<file path="config.mk">
export PLATFORM = sky130hd
export DESIGN_NAME = lsu_mem_ctrl
export DESIGN_NICKNAME = d
export VERILOG_FILES = /design/src/rtl/lsu_mem_ctrl.sv
export SDC_FILE = /design/constraint.sdc
export NUM_CORES = 1
export LEC_CHECK = 0
export CORE_MARGIN = 2
export CORE_UTILIZATION = 44
export DETAILED_ROUTE_END_ITERATION = 8
export GPL_ROUTABILITY_DRIVEN = 0
export GPL_TIMING_DRIVEN = 0
export MAX_ROUTING_LAYER = met4
export PLACE_DENSITY = 0.79
export RECOVER_POWER = 50
export SETUP_SLACK_MARGIN = 0.2
export SLEW_MARGIN = 25
export SYNTH_ARGS = -nofsm -noshare
export SYNTH_HDL_FRONTEND = slang
export SYNTH_SLANG_ARGS = --single-unit
</file>
<file path="constraint.sdc">
create_clock -name clk -period 2.49 [get_ports clk]
set_input_delay 0.3735 -clock clk [delete_from_list [all_inputs] [get_ports clk]]
set_output_delay 0.3735 -clock clk [all_outputs]
set_load 0.01 [all_outputs]
</file>
<file path="src/rtl/lsu_mem_ctrl.sv">
// Memory-side load/store responder: runs one data-memory access per instruction,
// stalls the core until it completes and returns lane-aligned, extended load data.
`timescale 1ns/1ps
module lsu_mem_ctrl #(
   parameter int unsigned TIMEOUT = 255,
   parameter int unsigned ADDR_W  = 32
) (
   input  logic              clk,
   input  logic              rst,
   input  logic [4:0]        memi,
   input  logic [ADDR_W-1:0] addr,
   input  logic [31:0]       wdata,
   output logic              stall,
   output logic [31:0]       rdata,
   output logic              misalign,
   output logic              illegal,
   output logic              bus_err,
   output logic              mem_req,
   output logic              mem_we,
   output logic [ADDR_W-1:0] mem_addr,
   output logic [3:0]        mem_be,
   output logic [31:0]       mem_wdata,
   input  logic              mem_ready,
   input  logic              mem_rvalid,
   input  logic [31:0]       mem_rdata,
   output logic [1:0]        o_dbg_state
);

   // Handshake: mem_req with mem_we/addr/be/wdata stays asserted and stable until a
   // cycle with mem_ready=1, which transfers the request. Read data is taken only in
   // WAIT_R on a cycle with mem_rvalid=1, so never in the same cycle as mem_ready.

   typedef enum logic [1:0] {
      S_IDLE   = 2'd0,
      S_REQ    = 2'd1,
      S_WAIT_R = 2'd2,
      S_DONE   = 2'd3
   } state_t;

   localparam int unsigned      CNT_W    = (TIMEOUT > 1) ? $clog2(TIMEOUT) : 1;
   localparam logic [CNT_W-1:0] CNT_LAST = CNT_W'(TIMEOUT - 1);
   localparam bit               TO_EN    = (TIMEOUT != 0);

   state_t            r_state;
   logic [CNT_W-1:0]  r_cnt;
   logic [2:0]        r_f3;
   logic [1:0]        r_off;
   logic [31:0]       r_rdata;
   logic              r_misalign;
   logic              r_illegal;
   logic              r_bus_err;
   logic              r_mem_req;
   logic              r_mem_we;
   logic [ADDR_W-1:0] r_mem_addr;
   logic [3:0]        r_mem_be;
   logic [31:0]       r_mem_wdata;

   logic              w_load;
   logic              w_store;
   logic              w_act;
   logic [2:0]        w_f3;
   logic              w_f3_ok;
   logic              w_illegal;
   logic              w_misalign;
   logic [3:0]        w_be;
   logic [31:0]       w_wdata;
   logic [7:0]        w_byte;
   logic [15:0]       w_half;
   logic [31:0]       w_load_data;
   logic              w_expired;

   assign w_load  = memi[4];
   assign w_store = memi[3];
   assign w_f3    = memi[2:0];
   assign w_act   = w_load | w_store;

   // Request decode, evaluated while IDLE.
   always_comb begin
      w_f3_ok    = 1'b0;
      w_illegal  = 1'b0;
      w_misalign = 1'b0;
      w_be       = 4'b1111;
      w_wdata    = 32'h0;
      if (w_store)
         w_f3_ok = w_f3 inside {3'b000, 3'b001, 3'b010};
      else
         w_f3_ok = w_f3 inside {3'b000, 3'b001, 3'b010, 3'b100, 3'b101};
      w_illegal  = w_act & ((w_load & w_store) | ~w_f3_ok);
      w_misalign = w_act & ~w_illegal &
                   (((w_f3[1:0] == 2'b01) & addr[0]) |
                    ((w_f3[1:0] == 2'b10) & (addr[1:0] != 2'b00)));
      if (w_store) begin
         case (w_f3[1:0])
            2'b00: begin
               w_be    = 4'b0001 << addr[1:0];
               w_wdata = {4{wdata[7:0]}};
            end
            2'b01: begin
               w_be    = 4'b0011 << {addr[1], 1'b0};
               w_wdata = {2{wdata[15:0]}};
            end
            default: begin
               w_be    = 4'b1111;
               w_wdata = wdata;
            end
         endcase
      end
   end

   // Lane select and extension of the returned word, from the registered request.
   always_comb begin
      w_byte      = 8'h0;
      w_half      = 16'h0;
      w_load_data = mem_rdata;
      case (r_off)
         2'b00:   w_byte = mem_rdata[7:0];
         2'b01:   w_byte = mem_rdata[15:8];
         2'b10:   w_byte = mem_rdata[23:16];
         default: w_byte = mem_rdata[31:24];
      endcase
      w_half = r_off[1] ? mem_rdata[31:16] : mem_rdata[15:0];
      case (r_f3)
         3'b000:  w_load_data = {{24{w_byte[7]}}, w_byte};
         3'b001:  w_load_data = {{16{w_half[15]}}, w_half};
         3'b100:  w_load_data = {24'h0, w_byte};
         3'b101:  w_load_data = {16'h0, w_half};
         default: w_load_data = mem_rdata;
      endcase
   end

   assign w_expired = TO_EN && (r_cnt == CNT_LAST);

   always_ff @(posedge clk) begin
      if (rst) begin
         r_state     <= S_IDLE;
         r_cnt       <= '0;
         r_f3        <= 3'b000;
         r_off       <= 2'b00;
         r_rdata     <= 32'h0;
         r_misalign  <= 1'b0;
         r_illegal   <= 1'b0;
         r_bus_err   <= 1'b0;
         r_mem_req   <= 1'b0;
         r_mem_we    <= 1'b0;
         r_mem_addr  <= '0;
         r_mem_be    <= 4'b0000;
         r_mem_wdata <= 32'h0;
      end else begin
         case (r_state)
            S_IDLE: begin
               if (w_act) begin
                  if (w_illegal) begin
                     r_illegal <= 1'b1;
                     r_state   <= S_DONE;
                  end else if (w_misalign) begin
                     r_misalign <= 1'b1;
                     r_state    <= S_DONE;
                  end else begin
                     r_mem_req   <= 1'b1;
                     r_mem_we    <= w_store;
                     r_mem_addr  <= {addr[ADDR_W-1:2], 2'b00};
                     r_mem_be    <= w_be;
                     r_mem_wdata <= w_wdata;
                     r_f3        <= w_f3;
                     r_off       <= addr[1:0];
                     r_cnt       <= '0;
                     r_state     <= S_REQ;
                  end
               end
            end
            S_REQ: begin
               if (mem_ready) begin
                  r_mem_req <= 1'b0;
                  r_cnt     <= '0;
                  r_state   <= r_mem_we ? S_DONE : S_WAIT_R;
               end else if (w_expired) begin
                  r_bus_err <= 1'b1;
                  r_mem_req <= 1'b0;
                  r_state   <= S_DONE;
               end else begin
                  r_cnt <= r_cnt + 1'b1;
               end
            end
            S_WAIT_R: begin
               if (mem_rvalid) begin
                  r_rdata <= w_load_data;
                  r_state <= S_DONE;
               end else if (w_expired) begin
                  r_bus_err <= 1'b1;
                  r_state   <= S_DONE;
               end else begin
                  r_cnt <= r_cnt + 1'b1;
               end
            end
            S_DONE: begin
               r_misalign <= 1'b0;
               r_illegal  <= 1'b0;
               r_bus_err  <= 1'b0;
               r_state    <= S_IDLE;
            end
            default: r_state <= S_IDLE;
         endcase
      end
   end

   assign stall       = ((r_state == S_IDLE) & w_act) | (r_state == S_REQ) | (r_state == S_WAIT_R);
   assign rdata       = r_rdata;
   assign misalign    = r_misalign;
   assign illegal     = r_illegal;
   assign bus_err     = r_bus_err;
   assign mem_req     = r_mem_req;
   assign mem_we      = r_mem_we;
   assign mem_addr    = r_mem_addr;
   assign mem_be      = r_mem_be;
   assign mem_wdata   = r_mem_wdata;
   assign o_dbg_state = r_state;

endmodule
</file>
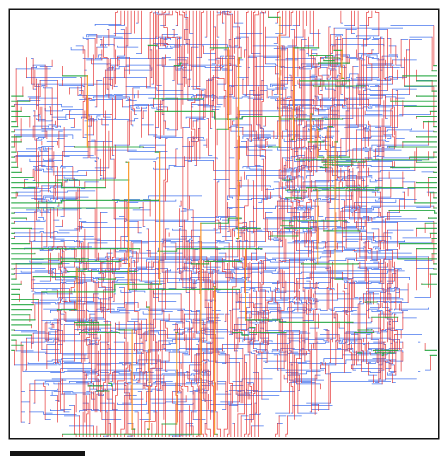
wires.png
Scale bar: 20 µm.
legend:
  orange:
    layer: metal 4
    wire_length: 517 µm
  red:
    layer: metal 2
    wire_length: 9,050 µm
  blue:
    layer: metal 1
    wire_length: 7,290 µm
  green:
    layer: metal 3
    wire_length: 1,220 µm

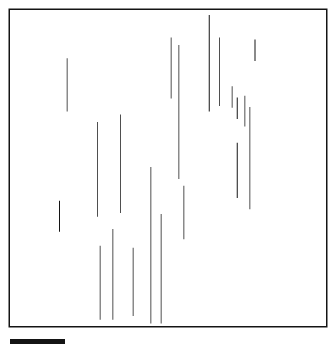
layer_met4.png
Scale bar: 20 µm.
wire length on this layer: 517 µm
main direction: vertical
longest straight run: 56.4 µm
share of all routed wire: 2.9%
Vias: 5,751
final wirelength: 18,100 µm

==> metrics.yaml <==
setup_path:
  crit_buf_inv: 3
  crit_path_end: "r_cnt[4]$_SDFFE_PP0P_"
  critPathLaunch: "o_dbg_state[0]$_SDFFE_PP0P_"
  start_kind: "flip-flop"
  slowest_delay_ns: 0.38
  crit_cells: 9
  r2r_cells: 9
  crit_slowest_cell: "dfxtp_2"
  rrSetupSlack_ns: 0.27
  r2r-start: "o_dbg_state[0]$_SDFFE_PP0P_"
  worstPathMaxFanout: 8
  worstPathCellList: "inv_2 -> ha_1 -> and2_1 -> buf_6 -> or3_4 -> o31ai_4 -> buf_4 -> a41oi_1 -> a211oi_1"
  critPathKind: "flip-flop to flip-flop"
final_timing:
  worst_pin_slew_ns: 0.899
  max_clock_freq_ghz: 0.450
  period_minus_slack_ns: 2.22
  relSlewSlack_pct: 39.8
  fin_worst_skew_ns: 0.00621
  drv_slew: 0
  setup_viol: 0
  finalHoldViolCount: 0
logic_synthesis:
  postSynthCellCount: 647
  yosysSeqAreaShare_pct: 44.0
  ys_sh_simple_pct: 19.6
  synth_cell_types: 57
  ys_async_sr_fraction_pct: 0
  postSynthAreaPerCell_um2: 8.31
  yosysWarnings: 0
  netlist_area_um2: 5370
  synth-xor-area-share_pct: 0.163
  ys_cells: 647
  logic_family: "AND-OR/OR-AND gates"
  ys_seq_elements: 118
  yosysTopAreaCell: "dfxtp_1"
  ys_area_um2: 5370
  yosysTopAreaCellShare_pct: 44.0
  top_cells_by_area: "dfxtp_1 44%, nand2_1 8.7%, a21oi_1 7.7%"
  synth-main-ff-cell: "dfxtp_1"
die:
  die_h_um: 115
  fp_util_pct: 44.9
  ios: 213
  die_area_um2: 13100
worst_hold_path:
  holdPathEnd: "mem_addr[17]$_SDFFE_PP0P_"
  whs_path_depth: 2
  hp-class: "flip-flop to flip-flop"
  holdCritStartpoint: "mem_addr[17]$_SDFFE_PP0P_"
grt:
  grt-ovfl-total: 0
  grt_max_degree: 17
  antenna_found_initial: 0
  first_global_vias: 5644
power_and_ir_drop:
  power_frac_seq_pct: 34.3
  p_leak_nw: 3.24
  clkPwrFrac_pct: 36.6
  p_sw_share_pct: 30.3
  p_comb_share_pct: 29.1
  power.density_nw_per_um2: 787
  max-vdd-ir-drop_v: 0.000487
clock_tree:
  cts_buffers: 17
  cts_buffer_depth: 2
  htreeDepth: 4
  clock_sinks: 118
  cts_hold_buf: 0
  clk_pin_slew_ns: 0.05
  clk_latency_ns: 0.42
final_layout:
  layout_top_cell: "nand2_1"
  insertedDiodeCount: 0
  mostFrequentLayoutCells: "125 x nand2_1, 116 x dfxtp_1, 106 x dlygate4sd3_1"
  drive_gt1_share_pct: 9.65
  final_nets: 990
  syn_to_final_growth_pct: 53.8
route:
  route.detailed.drc: 0
  wire_per_inst_um: 17.4
  dr.first_iter.drc_count: 420
  via_per_inst: 5.54
  postRouteAntennaNets: 0
placed_design:
  hpwl_um: 13600
run:
  maxCapViolCount: 0
  warning_count: 31
outcome:
  status: "complete, no violations"
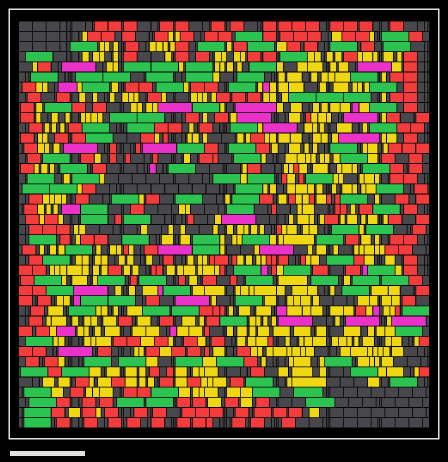
placement_by_type.png
Scale bar: 20 µm. Fill, decap, tap and diode cells in gray.
legend:
  yellow:
    class: combinational and other logic
    cells: 480
  magenta:
    class: clock drivers and dummy loads
    cells: 32
  green:
    class: sequential cells
    cells: 118
  red:
    class: remaining buffers and delay cells
    cells: 261
core box area: 12,000 µm²
Finished Core Util: 69.1%
sequential share of cell area: 28.6%
Rows: 40

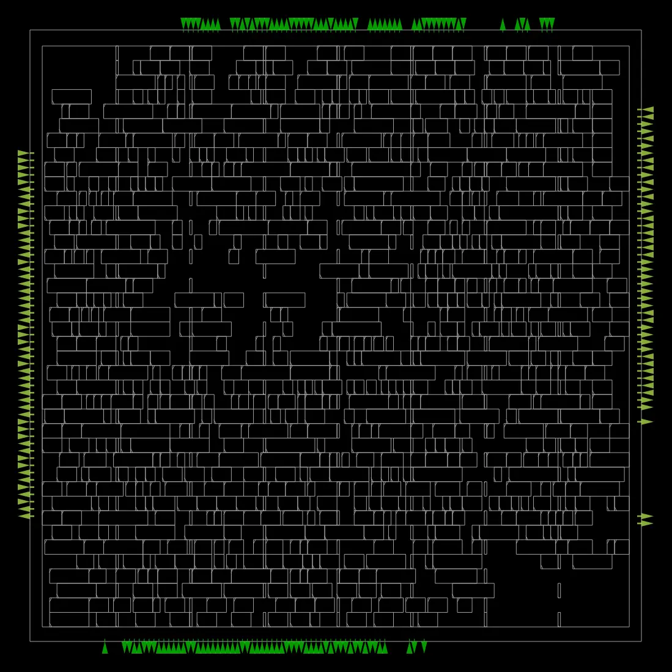
placement.png
Seq Cell Count: 118
Finished Layout Cells: 1,038
tapcell count: 147
Fill cells: 1,000

## cell type report
class | count | area, µm² | area share (%)
buffer | 50 | 241 | 2.92
clock buffer | 22 | 474 | 5.74
clock inverter | 10 | 103 | 1.24
inverter | 14 | 52.6 | 0.636
multi-input combinational | 466 | 2740 | 33.1
sequential | 118 | 2360 | 28.6
tap | 147 | 184 | 2.22
timing repair buffer | 211 | 2110 | 25.5
## power by group through the flow
stage                     logic (W)  clock network [W]  registers (W)
after global placement      0.00183                  0        0.00226
after floorplan            0.000933                  0        0.00234
after global routing        0.00205            0.00250        0.00225
after CTS                   0.00194            0.00240        0.00224
final                       0.00189            0.00238        0.00223
after detailed placement    0.00188                  0        0.00227
## synth_stat cells, types with 2 or more instances
master,n
nand2_1,125
dfxtp_1,118
a21oi_1,83
nor2_1,51
clkbuf_1,27
a211oi_1,25
o21ai_0,19
nand3_1,18
mux2i_1,17
o2bb2ai_1,17
mux2_2,16
inv_1,14
buf_2,13
nor3_1,10
nand3b_1,9
a31oi_1,8
ha_1,7
o221ai_1,7
buf_4,6
a311oi_1,4
nand2b_1,4
a41oi_1,3
nand4_1,3
or3_1,3
a211oi_2,2
a21oi_2,2
and3_1,2
buf_1,2
buf_6,2
nor2b_1,2
o21ai_1,2
## per-stage QoR
stage	TNS (ns)	total power (W)	instance area (µm²)	hold slack (ns)	setup WS, ns
floorplan	0	0.00328	5380	0.449	0.321
global placement	-0.0380	0.00409	7650	0.440	-0.00847
detailed placement	-0.263	0.00415	7650	0.447	-0.0361
CTS	0	0.00658	8250	0.454	0.210
global route	0	0.00681	8270	0.467	0.166
finish	0	0.00650	8270	0.449	0.266
## cells by family (layout without fill, tap and decap cells)
kind of cell,after synthesis,in the layout
buffers and inverters,64,307
flip-flops,118,118
multiplexers,34,34
other,1,2
AND-OR/OR-AND,184,184
AND/OR/NAND/NOR,238,238
adder cells (fa/ha/maj),7,7
XOR/XNOR,1,1
## metal layers
| metal | GRT usage [%] | vias to the layer above | part of all wire (%) |
|---|---|---|---|
| li1 | - | 2741 | - |
| met1 | 32.3 | 2719 | 40 |
| met2 | 48.0 | 249 | 50 |
| met3 | 7.62 | 42 | 6.7 |
| met4 | 11.1 | 0 | 2.9 |
| met5 | - | - | 0 |
## sequential cells by signal (all words and copies together), names as in the netlist, 2 cells and up
| name | cells |
|---|---|
| mem_wdata | 32 |
| r_off | 2 |
| mem_be | 4 |
| r_cnt | 8 |
| mem_addr | 30 |
| r_f3 | 3 |
| rdata | 32 |
| o_dbg_state | 2 |
## repair_timing
action	4_1_cts	5_1_grt
setup buffers	2	0
endpoints found under the setup margin	6	11
pin swaps	1	3
gates resized	5	5
## worst min-delay path, cell delays in order (launching register included)
cell and delay (ns):
dfxtp_1 0.30, nand2_1 0.05, a21oi_1 0.05
No activity file was given, so power comes from the tool's default toggle rates.
